### Routing congestion

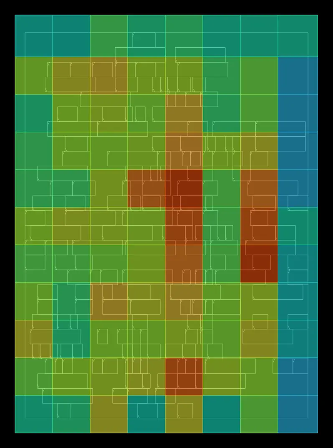
### A small window of the routed layout

Bar = 5 um. Window x 18 to 38, y 44 to 64 um. Cells in grey, sequential cells in the stronger grey; small squares are vias.
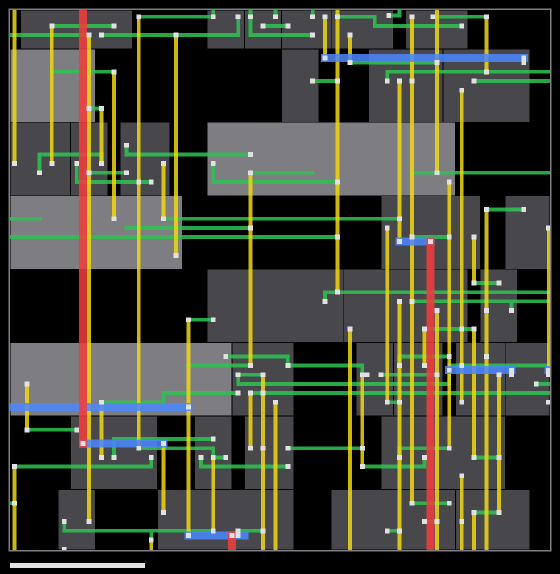
### Signal wires by layer

Bar = 20 um.
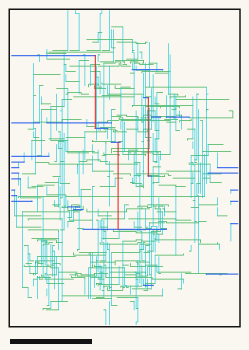
### Logic cells by family

Bar = 20 um.
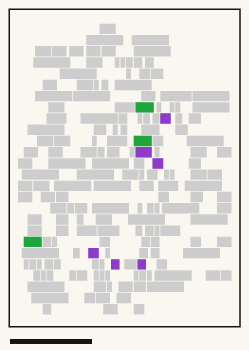
**src/rtl/decoder_scan_ctrl_pkg.sv**
```systemverilog
// Shared types and constants for the decoder scan sequencer.
package decoder_scan_ctrl_pkg;

    // Select width is tied to the downstream 3-to-8 decoder.
    localparam int unsigned SEL_W     = 3;
    // Number of blanking cycles inserted between consecutive rows.
    localparam int unsigned BLANK_CYC = 2;

    typedef enum logic [2:0] {
        ST_IDLE    = 3'd0,
        ST_PRE     = 3'd1,
        ST_DRIVE   = 3'd2,
        ST_BLANK_A = 3'd3,
        ST_BLANK_B = 3'd4
    } state_e;

    // Row that follows `cur`; wraps to row 0 after the last scanned row.
    function automatic logic [SEL_W-1:0] next_row(input logic [SEL_W-1:0] cur,
                                                  input logic [SEL_W-1:0] last);
        return (cur == last) ? '0 : cur + SEL_W'(1);
    endfunction

endpackage

```
**src/rtl/decoder_scan_ctrl_dwell_timer.sv**
```systemverilog
// Loadable down-counter timing how long each row stays enabled.
// Saturates at zero; zero_o flags the final active cycle of a row.
module scan_dwell_timer #(
    parameter int unsigned DWELL_W = 8
) (
    input  logic               clk_i,
    input  logic               rst_ni,
    input  logic               load_i,
    input  logic [DWELL_W-1:0] load_val_i,
    output logic               zero_o
);

    logic [DWELL_W-1:0] cnt_q;
    logic [DWELL_W-1:0] cnt_d;

    // Next count: load has priority, otherwise count down to zero and hold.
    always_comb begin
        cnt_d = cnt_q;
        if (load_i) begin
            cnt_d = load_val_i;
        end else if (cnt_q != '0) begin
            cnt_d = cnt_q - DWELL_W'(1);
        end
    end

    // Counter register.
    always_ff @(posedge clk_i or negedge rst_ni) begin
        if (!rst_ni) begin
            cnt_q <= '0;
        end else begin
            cnt_q <= cnt_d;
        end
    end

    assign zero_o = (cnt_q == '0);

endmodule

```
**src/rtl/decoder_scan_ctrl.sv**
```systemverilog
// Scan sequencer for the 3-to-8 one-hot decoder: walks sel through rows
// 0..last_sel with a programmable dwell and break-before-make blanking.
module decoder_scan_ctrl
    import decoder_scan_ctrl_pkg::*;
#(
    parameter int unsigned DWELL_W = 8
) (
    input  logic               clk,
    input  logic               rst_n,
    input  logic               start,
    input  logic               stop,
    input  logic               mode,
    input  logic [DWELL_W-1:0] dwell,
    input  logic [SEL_W-1:0]   last_sel,
    output logic [SEL_W-1:0]   sel,
    output logic               sel_en,
    output logic               row_strobe,
    output logic               busy,
    output logic               done
);

    state_e             state_q, state_d;
    logic [DWELL_W-1:0] dwell_q, dwell_d;
    logic [SEL_W-1:0]   last_q, last_d;
    logic               mode_q, mode_d;
    logic [SEL_W-1:0]   sel_q, sel_d;
    logic               sel_en_q, sel_en_d;
    logic               strobe_q, strobe_d;
    logic               busy_q, busy_d;
    logic               done_q, done_d;
    logic               tmr_load;
    logic               tmr_zero;

    scan_dwell_timer #(
        .DWELL_W (DWELL_W)
    ) u_timer (
        .clk_i      (clk),
        .rst_ni     (rst_n),
        .load_i     (tmr_load),
        .load_val_i (dwell_q),
        .zero_o     (tmr_zero)
    );

    // Next-state and registered-output decode; sel only moves while sel_en is low.
    always_comb begin
        state_d  = state_q;
        dwell_d  = dwell_q;
        last_d   = last_q;
        mode_d   = mode_q;
        sel_d    = sel_q;
        sel_en_d = sel_en_q;
        strobe_d = 1'b0;
        busy_d   = busy_q;
        done_d   = 1'b0;
        tmr_load = 1'b0;

        unique case (state_q)
            ST_IDLE: begin
                if (start && !stop) begin
                    state_d  = ST_PRE;
                    dwell_d  = dwell;
                    last_d   = last_sel;
                    mode_d   = mode;
                    sel_d    = '0;
                    sel_en_d = 1'b0;
                    busy_d   = 1'b1;
                end
            end
            ST_PRE: begin
                state_d  = ST_DRIVE;
                sel_en_d = 1'b1;
                strobe_d = 1'b1;
                tmr_load = 1'b1;
            end
            ST_DRIVE: begin
                if (tmr_zero) begin
                    sel_en_d = 1'b0;
                    if ((sel_q != last_q) || mode_q) begin
                        state_d = ST_BLANK_A;
                    end else begin
                        state_d = ST_IDLE;
                        busy_d  = 1'b0;
                        done_d  = 1'b1;
                    end
                end
            end
            ST_BLANK_A: begin
                state_d = ST_BLANK_B;
                sel_d   = next_row(sel_q, last_q);
            end
            ST_BLANK_B: begin
                state_d  = ST_DRIVE;
                sel_en_d = 1'b1;
                strobe_d = 1'b1;
                tmr_load = 1'b1;
            end
            default: begin
                state_d  = ST_IDLE;
                sel_en_d = 1'b0;
                busy_d   = 1'b0;
            end
        endcase

        // Abort overrides whatever the scan would have done; sel is left as-is.
        if (stop && (state_q != ST_IDLE)) begin
            state_d  = ST_IDLE;
            sel_d    = sel_q;
            sel_en_d = 1'b0;
            strobe_d = 1'b0;
            busy_d   = 1'b0;
            done_d   = 1'b0;
            tmr_load = 1'b0;
        end
    end

    // State, shadow and output registers.
    always_ff @(posedge clk or negedge rst_n) begin
        if (!rst_n) begin
            state_q  <= ST_IDLE;
            dwell_q  <= '0;
            last_q   <= '0;
            mode_q   <= 1'b0;
            sel_q    <= '0;
            sel_en_q <= 1'b0;
            strobe_q <= 1'b0;
            busy_q   <= 1'b0;
            done_q   <= 1'b0;
        end else begin
            state_q  <= state_d;
            dwell_q  <= dwell_d;
            last_q   <= last_d;
            mode_q   <= mode_d;
            sel_q    <= sel_d;
            sel_en_q <= sel_en_d;
            strobe_q <= strobe_d;
            busy_q   <= busy_d;
            done_q   <= done_d;
        end
    end

    assign sel        = sel_q;
    assign sel_en     = sel_en_q;
    assign row_strobe = strobe_q;
    assign busy       = busy_q;
    assign done       = done_q;

endmodule

```
**config.mk**
```make
export PLATFORM = sky130hd
export DESIGN_NAME = decoder_scan_ctrl
export DESIGN_NICKNAME = d
export VERILOG_FILES = /design/src/rtl/decoder_scan_ctrl_pkg.sv /design/src/rtl/decoder_scan_ctrl_dwell_timer.sv /design/src/rtl/decoder_scan_ctrl.sv
export SDC_FILE = /design/constraint.sdc
export NUM_CORES = 1
export LEC_CHECK = 0
export ABC_CLOCK_PERIOD_IN_PS = 2070
export CAP_MARGIN = 40
export CORE_ASPECT_RATIO = 1.4
export CORE_MARGIN = 1.5
export CORE_UTILIZATION = 40
export CTS_CLUSTER_DIAMETER = 80
export DETAILED_ROUTE_END_ITERATION = 8
export SLEW_MARGIN = 20
export SYNTH_ARGS = -nofsm -noshare
export SYNTH_HDL_FRONTEND = slang
export SYNTH_SLANG_ARGS = --single-unit
```
**constraint.sdc**
```tcl
create_clock -name clk -period 2.07 [get_ports clk]
set_clock_uncertainty 0.2 [all_clocks]
set_input_delay 0.3105 -clock clk [delete_from_list [all_inputs] [get_ports clk]]
set_output_delay 0.3105 -clock clk [all_outputs]
set_load 0.02 [all_outputs]
```
==> impl_metrics.yaml <==
# generated from flow reports
status:
  status: "complete, no violations"
worst_setup_path:
  max_stage_delay_ns: 0.64
  path_class: "reg2out"
  crit_cells: 1
drt:
  drtAntennaViolNets: 0
  drt_iter0_drc: 13
  dr.pass1.iters: 4
synthesis:
  ys_chip_area_um2: 1550
  synth_nets: 163
clock_network:
  h-tree-depth: 2
floorplan:
  fp-row-count: 26
  die_h_um: 76.66
sta:
  hold_viol: 0
  report.final.setup_viol: 0
global_routing:
  antenna_found_initial: 0
  grt_pass1_wl_mm: 5.395
  grt_max_degree: 31
final_layout:
  stdcell_area_um2: 1916
  nFillCells: 354
  syn_to_final_growth_pct: 23.57
pwr:
  power_density_nw_per_um2: 1015
Back to the opening pictures, 'Routing congestion':
global routing usage on met1: 0.1889
GRT Max-Usage Layer: met2
Layout Utilization: 0.5211

Back to the opening pictures, 'A small window of the routed layout':
layer	colour
met2	yellow
met3	blue
met1	green
met4	red
netlist names of flops here include	u_timer.cnt_q (2), dwell_q (1)
most frequent	a21oi_1 (4), nor2_1 (4), dfrtp_1 (3)
sequential cells in the window	3
cells with their middle in the window	32

Back to the opening pictures, 'Signal wires by layer':
layer	colour	wire length
met1	green	1240 um
met2	cyan	1500 um
met4	red	57.8 um
met3	blue	140 um
global router's overall resource usage: 0.1590
average wire per standard cell: 13.66 um
Post-Route WL: 2.937 mm
DR vias: 1136

Back to the opening pictures, 'Logic cells by family':
family	colour	cells
adder and majority cells	green	3
AND and OR gates	purple	6
post-route insts no fill: 215
most frequent logic cell in the layout: dfrtp_1
Comb area share: 0.3788

[how the worst min path moves through the flow]
stage           start    endpoint  cells after the start
3_3_place_gp   sel_en      sel_en                      1
2_1_floorplan   rst_n        busy                      0
5_1_grt         rst_n  dwell_q[5]                      2
3_5_place_dp   sel_en      sel_en                      1
4_1_cts         rst_n  dwell_q[5]                      2
6_report        rst_n  state_q[0]                      2
[what timing repair did]
item | 4_1_cts | 5_1_grt
gates resized | 0 | 2
setup endpoints to repair | 0 | 3
hold buffers | 0 | 0
[sequential cells by signal, indices dropped and copies added (netlist names)]
| signal | count |
|---|---|
| busy | 1 |
| done | 1 |
| dwell_q | 8 |
| last_q | 3 |
| mode_q | 1 |
| row_strobe | 1 |
| sel | 3 |
| sel_en | 1 |
| state_q | 3 |
| u_timer.cnt_q | 8 |
[power by group through the flow]
| stage | clock (mW) | sequential [mW] | combinational, mW |
|---|---|---|---|
| global route | 0.517 | 0.924 | 0.655 |
| finish | 0.470 | 0.895 | 0.580 |
| global placement | 0 | 0.899 | 0.558 |
| detailed placement | 0 | 0.905 | 0.587 |
| floorplan | 0 | 0.878 | 0.423 |
| CTS | 0.493 | 0.895 | 0.590 |
[stage by stage]
stage	power (mW)	setup slack, ns
6_report	1.945	0.2172
5_1_grt	2.096	0.1049
4_1_cts	1.978	0.1290
3_5_place_dp	1.492	0.07587
3_3_place_gp	1.457	0.1140
2_1_floorplan	1.301	0.2858
[cells in the mapped netlist (all sizes together)]
library cell  instances  area [um^2]
clkbuf                1        5.000
nor4                  2        27.53
mux2                 13        146.4
o21a                  1        7.510
or3                   2        17.52
a32oi                 1        8.760
xor2                  1        8.760
inv                   6        22.52
mux2i                 2        20.02
nand2                14        52.55
dfrtp                30        750.7
nor3                  4        25.02
a31oi                 2        12.51
a2bb2oi               2        23.77
a21o                  1        7.510
o221a                 1        11.26
a21oi                 6        30.03
buf                   7        52.54
or4                   1        7.510
xnor2                 7        61.31
nor2                  9        33.78
o211ai                1        7.510
and2                  2        13.77
nand2b                3        18.77
nand3b                1        7.510
o22a                  1        8.760
o21ai                 7        35.03
nor3b                 2        15.01
nand4b                1        8.760
o2bb2ai               2        17.52
ha                    3        37.54
or2                   1        6.260
o22ai                 1        6.260
nand3                 2        10.01
nor2b                 4        25.02
[per-layer routing]
layer	track usage	up-vias	wire, um
met1	0.1889	537	1243
met4	0.05854	0	57
met3	0.04722	6	140
met5	0	-	0
li1	-	557	-
met2	0.2690	36	1496
[cell families (layout without fill, tap and decap cells)]
kind of cell,Yosys count,in the layout,share of synthesized area
mux,15,15,0.1073
compound gates,26,26,0.1138
buf+inv,14,43,0.05164
flops,30,30,0.4843
xor+xnor,8,8,0.04520
fa+ha+maj,3,3,0.02422
simple gates,48,48,0.1735
[final cells by class]
| class | count | area [um^2] | share of cell area |
|---|---|---|---|
| flip-flops and latches | 30 | 750.7 | 0.3919 |
| multi-input cells | 100 | 725.7 | 0.3788 |
| repair buffers | 29 | 272.8 | 0.1424 |
| clock buffers | 7 | 86.33 | 0.04507 |
| well taps | 42 | 52.55 | 0.02743 |
| inverters | 6 | 22.52 | 0.01176 |
| clock inverters | 1 | 5.005 | 0.002613 |
Power figures rest on the tool's default switching activity, not on a simulated workload.
